--- src/rtl/psum_collector.sv ---
// Cross-pass partial-sum accumulator: folds NUM_PASS passes of DEPTH partial sums
// from the PE column into a register buffer, then drains the tile over valid/ready.
module psum_collector #(
    parameter int DATA_WIDTH = 32,
    parameter int DEPTH      = 16,
    parameter int NUM_PASS   = 4,
    localparam int IW        = (DEPTH > 1) ? $clog2(DEPTH) : 1,
    localparam int PW        = $clog2(NUM_PASS + 1)
) (
    input  logic                  clk,
    input  logic                  rst_n,
    input  logic                  in_valid,
    output logic                  in_ready,
    input  logic [DATA_WIDTH-1:0] in_data,
    output logic                  out_valid,
    input  logic                  out_ready,
    output logic [DATA_WIDTH-1:0] out_data,
    output logic                  out_last,
    output logic [PW-1:0]         pass_cnt,
    output logic                  tile_done
);

    typedef enum logic {ACCUM, DRAIN} state_t;

    localparam logic [IW-1:0] LAST_IDX  = IW'(DEPTH - 1);
    localparam logic [PW-1:0] LAST_PASS = PW'(NUM_PASS - 1);

    state_t                       state;
    logic [IW-1:0]                wr_idx;
    logic [IW-1:0]                rd_idx;
    logic signed [DATA_WIDTH-1:0] buffer [DEPTH];
    logic signed [DATA_WIDTH-1:0] in_data_s;

    // Two's-complement add that wraps modulo 2^DATA_WIDTH; no saturation by design.
    function automatic logic signed [DATA_WIDTH-1:0] add_wrap(
        input logic signed [DATA_WIDTH-1:0] a,
        input logic signed [DATA_WIDTH-1:0] b
    );
        return a + b;
    endfunction

    assign in_data_s = $signed(in_data);
    assign in_ready  = (state == ACCUM);
    assign out_valid = (state == DRAIN);
    assign out_data  = (state == DRAIN) ? buffer[rd_idx] : '0;
    assign out_last  = (state == DRAIN) && (rd_idx == LAST_IDX);

    always_ff @(posedge clk or negedge rst_n) begin
        if (!rst_n) begin
            state     <= ACCUM;
            wr_idx    <= '0;
            rd_idx    <= '0;
            pass_cnt  <= '0;
            tile_done <= 1'b0;
            for (int i = 0; i < DEPTH; i++) begin
                buffer[i] <= '0;
            end
        end else begin
            tile_done <= 1'b0;
            case (state)
                ACCUM: begin
                    if (in_valid) begin
                        // Pass 0 overwrites so nothing from the previous tile leaks in.
                        if (pass_cnt == '0) begin
                            buffer[wr_idx] <= in_data_s;
                        end else begin
                            buffer[wr_idx] <= add_wrap(buffer[wr_idx], in_data_s);
                        end
                        if (wr_idx == LAST_IDX) begin
                            wr_idx <= '0;
                            if (pass_cnt == LAST_PASS) begin
                                pass_cnt <= '0;
                                rd_idx   <= '0;
                                state    <= DRAIN;
                            end else begin
                                pass_cnt <= pass_cnt + PW'(1);
                            end
                        end else begin
                            wr_idx <= wr_idx + IW'(1);
                        end
                    end
                end
                DRAIN: begin
                    if (out_ready) begin
                        if (rd_idx == LAST_IDX) begin
                            rd_idx    <= '0;
                            state     <= ACCUM;
                            tile_done <= 1'b1;
                        end else begin
                            rd_idx <= rd_idx + IW'(1);
                        end
                    end
                end
                default: state <= ACCUM;
            endcase
        end
    end

endmodule

--- config.mk ---
export PLATFORM = sky130hd
export DESIGN_NAME = psum_collector
export DESIGN_NICKNAME = d
export VERILOG_FILES = /design/src/rtl/psum_collector.sv
export SDC_FILE = /design/constraint.sdc
export NUM_CORES = 1
export LEC_CHECK = 0
export ABC_AREA = 1
export ABC_CLOCK_PERIOD_IN_PS = 5900
export CORE_MARGIN = 8
export CORE_UTILIZATION = 45
export CTS_CLUSTER_SIZE = 30
export DETAILED_ROUTE_END_ITERATION = 8
export GPL_TIMING_DRIVEN = 1
export PLACE_DENSITY_LB_ADDON = 0.15
export SKIP_CTS_REPAIR_TIMING = 1
export SLEW_MARGIN = 20
export SYNTH_ARGS = -nofsm -noshare
export SYNTH_HDL_FRONTEND = slang
export SYNTH_SLANG_ARGS = --single-unit
--- constraint.sdc ---
create_clock -name clk -period 5.9 [get_ports clk]
set_clock_uncertainty 0.1 [all_clocks]
set_input_delay 1.18 -clock clk [delete_from_list [all_inputs] [get_ports clk]]
set_output_delay 1.18 -clock clk [all_outputs]
set_load 0.005 [all_outputs]
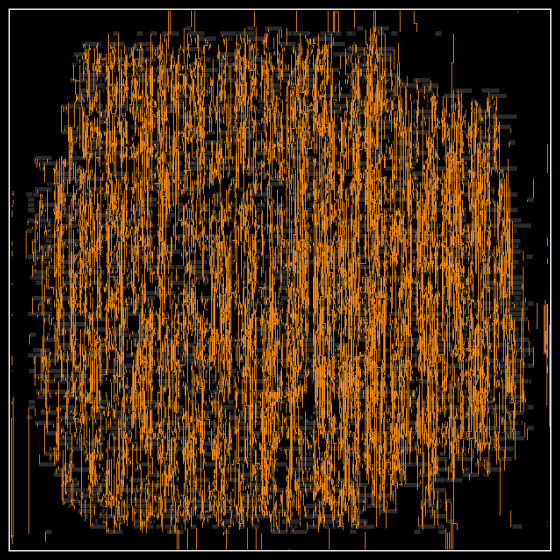
Figure 1: run 1, signal wires on met2.
Cells faint in the background.
nets with wire on the layer: 3,205
wire length on this layer: 52.5 mm
main direction: vertical
longest straight run: 109 um
share of all routed wire: 44%
met2 Use GR: 45.25%
DR vias: 32,210
final WL: 120,300 um

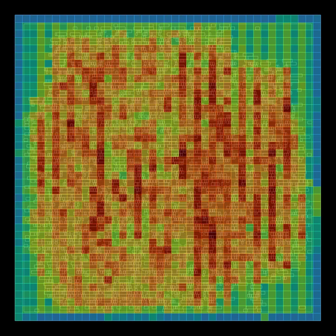
Figure 2: run 1, routing congestion map.
GRT Max-Usage Layer: met2
met1 GRT Util: 40.66%
Overall Global Routing Usage: 29.08%

==> CHANGELOG.md, run 1 <==
### Implementation results

- Status: completed
- Power Dens Cells: between 700 and 800 nW/um2
- # Cells Yosys: between 4,000 and 5,000
- TritonCTS Buffers: around 60
- Count of final hold-check violations: 0
- Vias in the first global route: roughly 30,000
- Yosys top cell by area: dfrtp_1
- Worst-path maximum fanout: 34
- Clock slew at reported path FFs: 0.06 ns
- Post-DP Area: between 30,000 and 40,000 um2
- Pre-CTS worst setup slack: between 1 and 1.5 ns
- Worst setup path start: rd_idx[2]
- Via-to-Cell Ratio: 5.819
- Clk buf depth: 3
- Non-clock buffers, area share: under 10%
- Gate Area: between 15,000 and 20,000 um2
- Mux area share: 0%
- Post-Syn Area: 32,080 um2
- CP Capture Type: primary output
- Max cap viols: 0
- Post-Layout Cell Count: between 5,000 and 6,000
- Non-CTS buffers: 139
- Initial Utilization: between 40% and 50%
- Final Cell Area: 35,030 um2
- Critical-path top delay cell: dfrtp_4
- CTS tree: done
- Most common cell in the netlist: nand2_1
- Flop share of the area: a little under two fifths
- Combinational share of cell area: a little under half
- Post-synth cell types: between 40 and 50
- Post-synth ARST share: 100.0%
- Worst path required time: roughly 4.6 ns
- Synthesized Nets: 4,784
- Crit-path leading delay family: buffers and inverters
- Final setup margin: between 0.7 and 0.8 ns
- Inverter count: roughly 310
- Post-synth EDFFs: 0
- Dpl hpwl: ~70,000 um
- Area grow syn2layout: 9.217%
- Setup CP Type: flip-flop to primary output
- WP depth: 6
- Fin crit period: between 5 and 6 ns
- Initial antenna violation count: 3
- Final setup fails: 0
- R2R Path End: buffer[464]
- Area-dominant class: logic gates
- RSZ-0062 raised after global routing: no
- Syn_area_per_cell: approximately 6.8 um2
- Maximum clock rate: 0.1946 GHz
- Die Y: 283.0 um
- Final Max Tran Viols: 0
- Yosys xor share: less than 1%
- Placed insts: approximately 5,400
- Routed Antenna Nets: 0
- CP cell instances: inv_2, buf_4, o211ai_1, nand3_1, a21oi_1, clkdlybuf4s50_1
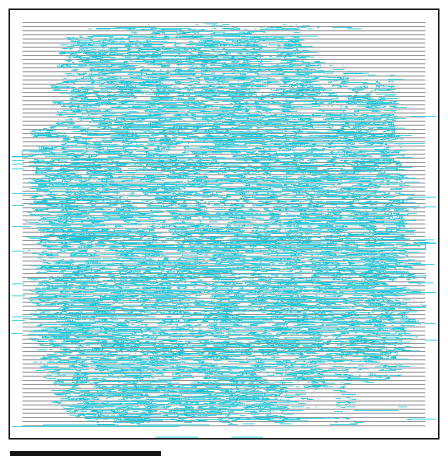
Figure 3: run 1, metal 1.
Bar = 100 um. Supply wires on this layer in gray.
wire length on this layer: 51.8 mm
nets with wire on the layer: 4,309
main direction: horizontal
longest straight run: 111 um
share of all routed wire: 43%

==> run 1: cells in the final DEF, fill, tap and decap left out, types with 73 or more instances in the layout <==
| master | Yosys | final |
|---|---|---|
| inv_1 | 281 | 279 |
| nor2_1 | 457 | 445 |
| dfrtp_1 | 525 | 519 |
| clkdlybuf4s50_1 | 0 | 73 |
| o21ai_0 | 765 | 764 |
| o211ai_1 | 84 | 84 |
| a21oi_1 | 435 | 435 |
| nand3_1 | 209 | 209 |
| o21ai_1 | 88 | 88 |
| nand2_1 | 1305 | 1293 |
==> run 1: how the worst min path moves through the flow <==
stage / slack (ns) / to / from
3_3_place_gp: 0.36 / buffer[217] / buffer[217]
6_report: 0.38 / buffer[341] / buffer[341]
5_1_grt: 0.40 / buffer[341] / buffer[341]
4_1_cts: 0.38 / buffer[349] / buffer[349]
2_1_floorplan: 0.35 / buffer[31] / buffer[31]
3_5_place_dp: 0.36 / buffer[349] / buffer[349]
==> run 1: sequential cells by signal, indices dropped and copies added (netlist names) <==
name       flops
buffer       512
rd_idx         4
wr_idx         4
pass_cnt       3
out_valid      1
tile_done      1
==> run 1: tightest hold or removal path, stage by stage (launching register included) <==
cell and delay (ns):
dfrtp_1 0.34, nand2_1 0.06, nand2_1 0.05
==> run 1: report_power, final <==
group / leakage (nW) / total (mW) / switching [mW] / internal, mW
registers: 6.65 / 6.43 / 1.23 / 5.20
logic: 9.25 / 14.9 / 10.7 / 4.19
clock network: 0.943 / 3.75 / 1.57 / 2.19
==> run 1: layer usage <==
metal	vias to the layer above	track usage, %	wire length (um)
met4	2	10.36	4535
li1	15140	-	-
met2	1596	45.25	52460
met5	-	0	14
met3	310	4.891	11430
met1	15160	40.66	51840
==> run 2: changes to the inputs <==
- ABC_CLOCK_PERIOD_IN_PS: 5900 -> 5000
- CAP_MARGIN: not set -> 20
- clock period: 5.9 -> 5 ns (I/O delays scaled with it)
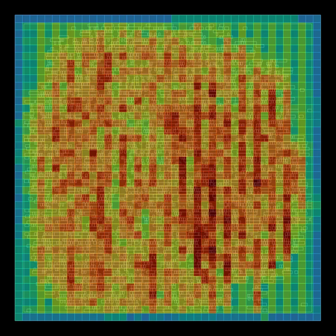
Figure 4: run 2, routing congestion map.
Overall Global Routing Usage: 28.87%
wire per inst: 21.51 um
post-layout util: 49.79%

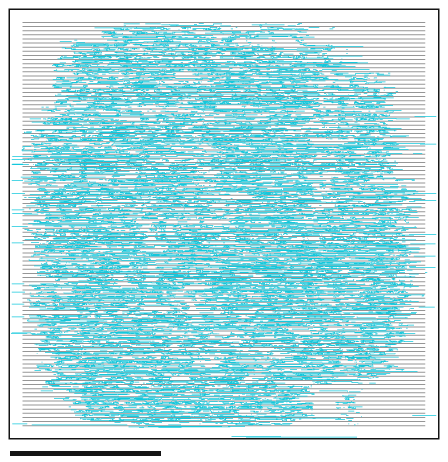
Figure 5: run 2, metal 1.
Bar = 100 um. Supply wires on this layer in gray.
main direction: horizontal
wire length on this layer: 52.0 mm
final WL: 119,600 um
met1 GRT Util: 40.20%
DR vias: 32,290

==> CHANGELOG.md, run 2 <==
### Implementation results

- # Cells Yosys: 4,709
- Most common cell in the netlist: nand2_1
- Via-to-Cell Ratio: about 5.8
- CTS H-tree lvls: 2
- Fin crit period: 4.695 ns
- Maximum clock rate: roughly 0.21 GHz
- Status: completed
- Syn_area_per_cell: a little under 7 um2
- Initial antenna violation count: 2
- Largest register by flop count: buffer
- Largest register FFs: 512
- Final setup margin: about 0.31 ns
- Worst-margin pin slew: about 1.1 ns
- # nets final: approximately 4,600
- Switching share of power: between 50% and 60%
- Post-synth ARST share: 100.0%
- Placed insts: 5,444
- Final Cell Area: around 35,000 um2
- Logic pwr share: 60.0%
- Tool Warnings: between 40 and 50
- Clock slew at reported path FFs: approximately 0.070 ns
- Filler cell count in the final layout: slightly above 7,000
- Post-Layout Cell Count: 5,561
- Vias in the first global route: between 20,000 and 30,000
- Count of final hold-check violations: 0
- Largest regs: buffer x512, rd_idx x4, wr_idx x4
- GRT Residual Overflow: 0
- Relative slew slack: a little over a quarter
- Worst R2R Path Depth: 19
- Net Switching: 16.04 mW
- R2R Path End: buffer[406]
- Post-synth cell types: roughly 42
- Critical path arrival: 3.59 ns
- Cell-internal power: roughly 14 mW
- Main synth FF type: dfrtp_1
- Initial Utilization: roughly 45%
- P_leak: around 17 nW
- Post-DP Area: between 30,000 and 40,000 um2
- Most frequent logic cell in the layout: nand2_1
- WL met1: around 52,000 um
- First-pass GRT wire length: approximately 180,000 um
- Met2 Wirelength: 52,780 um
- CTS tree: done
- Core Area: between 70,000 and 80,000 um2
- Worst vdd ir: 0.5390 mV
- Max cap viols: 0
- CP Launch Type: flip-flop
- Die Y: roughly 280 um
- Area grow syn2layout: 10.19%
- Routed Antenna Nets: 0
- Clock Power Share: approximately 15%
- Pre-CTS worst setup slack: ~0.79 ns
- Clk buf depth: 3
- Top Layer Used: met5
- Worst setup path start: rd_idx[1]
- Final Max Tran Viols: 0
- Worst hold path class: input pin to async pin
- Synthesized Nets: about 4,800
- Initial DRC count: 3,515
- RSZ-0062 raised after global routing: no
- Setup CP Type: flip-flop to primary output
- Dpl hpwl: roughly 70,000 um
- Die Span X: between 200 and 300 um
- Yosys top cell by area: dfrtp_1
- Final setup fails: 0
- Post-synth EDFFs: 0
- Most instantiated cells after synthesis: nand2_1 (1,305), o21ai_0 (765), dfrtp_1 (525)
- Top cells by area: dfrtp_1 (41%), nand2_1 (15%), o21ai_0 (12%)
- Worst-path maximum fanout: around 54
- Sequential fraction of design power: roughly 25%
- Power Dens Cells: between 800 and 900 nW/um2
- Met3 WL: 10,350 um
- Diodes inserted: 0
- Post-Syn Area: between 30,000 and 40,000 um2
- CP Capture Type: primary output
- Post-route setup TNS: 0 ns
- Ports: 75
- Clk latency late pin: ~0.66 ns
- Cell count after synthesis: around 4,700
- Worst path required time: just under 4 ns
- CP endpoint: out_data[12]
- Most frequent cells in the layout: nand2_1 (1,293), o21ai_0 (765), dfrtp_1 (519)
- TritonCTS Buffers: roughly 61
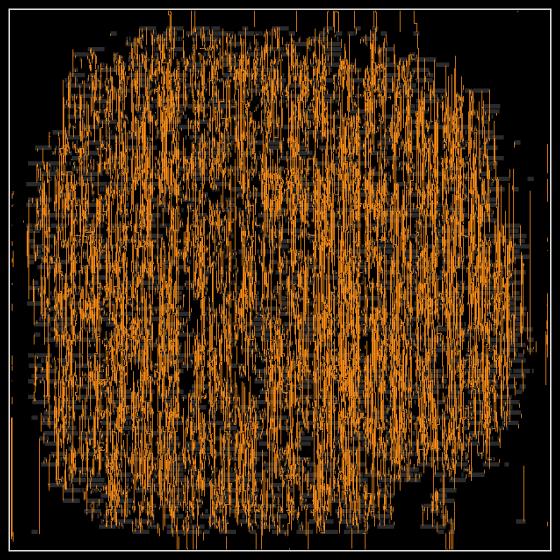
Figure 6: run 2, signal wires on met2.
Cells faint in the background.
wire length on this layer: 52.8 mm
share of all routed wire: 44%
met2 Use GR: 45.60%

-- run 2: cell type report --
type | count | area (um2) | share of cell area, %
inverters | 307 | 1162 | 3.288
well taps | 950 | 1189 | 3.363
flip-flops and latches | 525 | 13160 | 37.22
multi-input cells | 3512 | 16260 | 46.01
clock inverters | 24 | 176.4 | 0.4991
repair buffers | 152 | 1560 | 4.414
clock buffers | 91 | 1839 | 5.203
-- run 2: how the worst min path moves through the flow --
stage                     from           to  slack (ns)  cells past startpoint
detailed placement  buffer[89]   buffer[89]        0.37                      2
global placement    buffer[60]   buffer[60]        0.36                      2
finish                   rst_n  buffer[322]        0.20                      1
floorplan           buffer[31]   buffer[31]        0.35                      2
global route             rst_n  buffer[322]        0.23                      1
CTS                      rst_n  buffer[322]        0.20                      1
-- run 2: per-layer routing --
layer  GRT usage (%)  vias up
met2           45.60     1495
met3           4.330      290
met4           10.08        4
met1           40.20    15320
met5               0        -
li1                -    15180
-- run 2: critical path, cell delays in order, from the launching register on --
cell and delay (ns):
dfrtp_4 0.63, buf_4 0.59, o21ai_0 0.20, o211ai_1 0.20
nand3_1 0.09, a21oi_1 0.57, clkdlybuf4s50_1 0.62
-- run 2: logic make-up after synthesis --
group,share of synthesized area (%)
buffers and inverters,8.573
XOR/XNOR,0.05462
flip-flops,40.95
AND/OR/NAND/NOR,25.87
AND-OR/OR-AND,23.00
adder cells (fa/ha/maj),1.545
-- run 2: power by group through the flow --
stage / clock, mW / combinational [mW] / sequential, mW
final: 4.54 / 18.0 / 7.43
after global routing: 4.75 / 19.9 / 7.69
after CTS: 4.60 / 17.7 / 7.40
after detailed placement: 0 / 17.7 / 7.45
after global placement: 0 / 17.5 / 7.44
after floorplan: 0 / 12.8 / 7.03
No activity file was given, so power comes from the tool's default toggle rates.
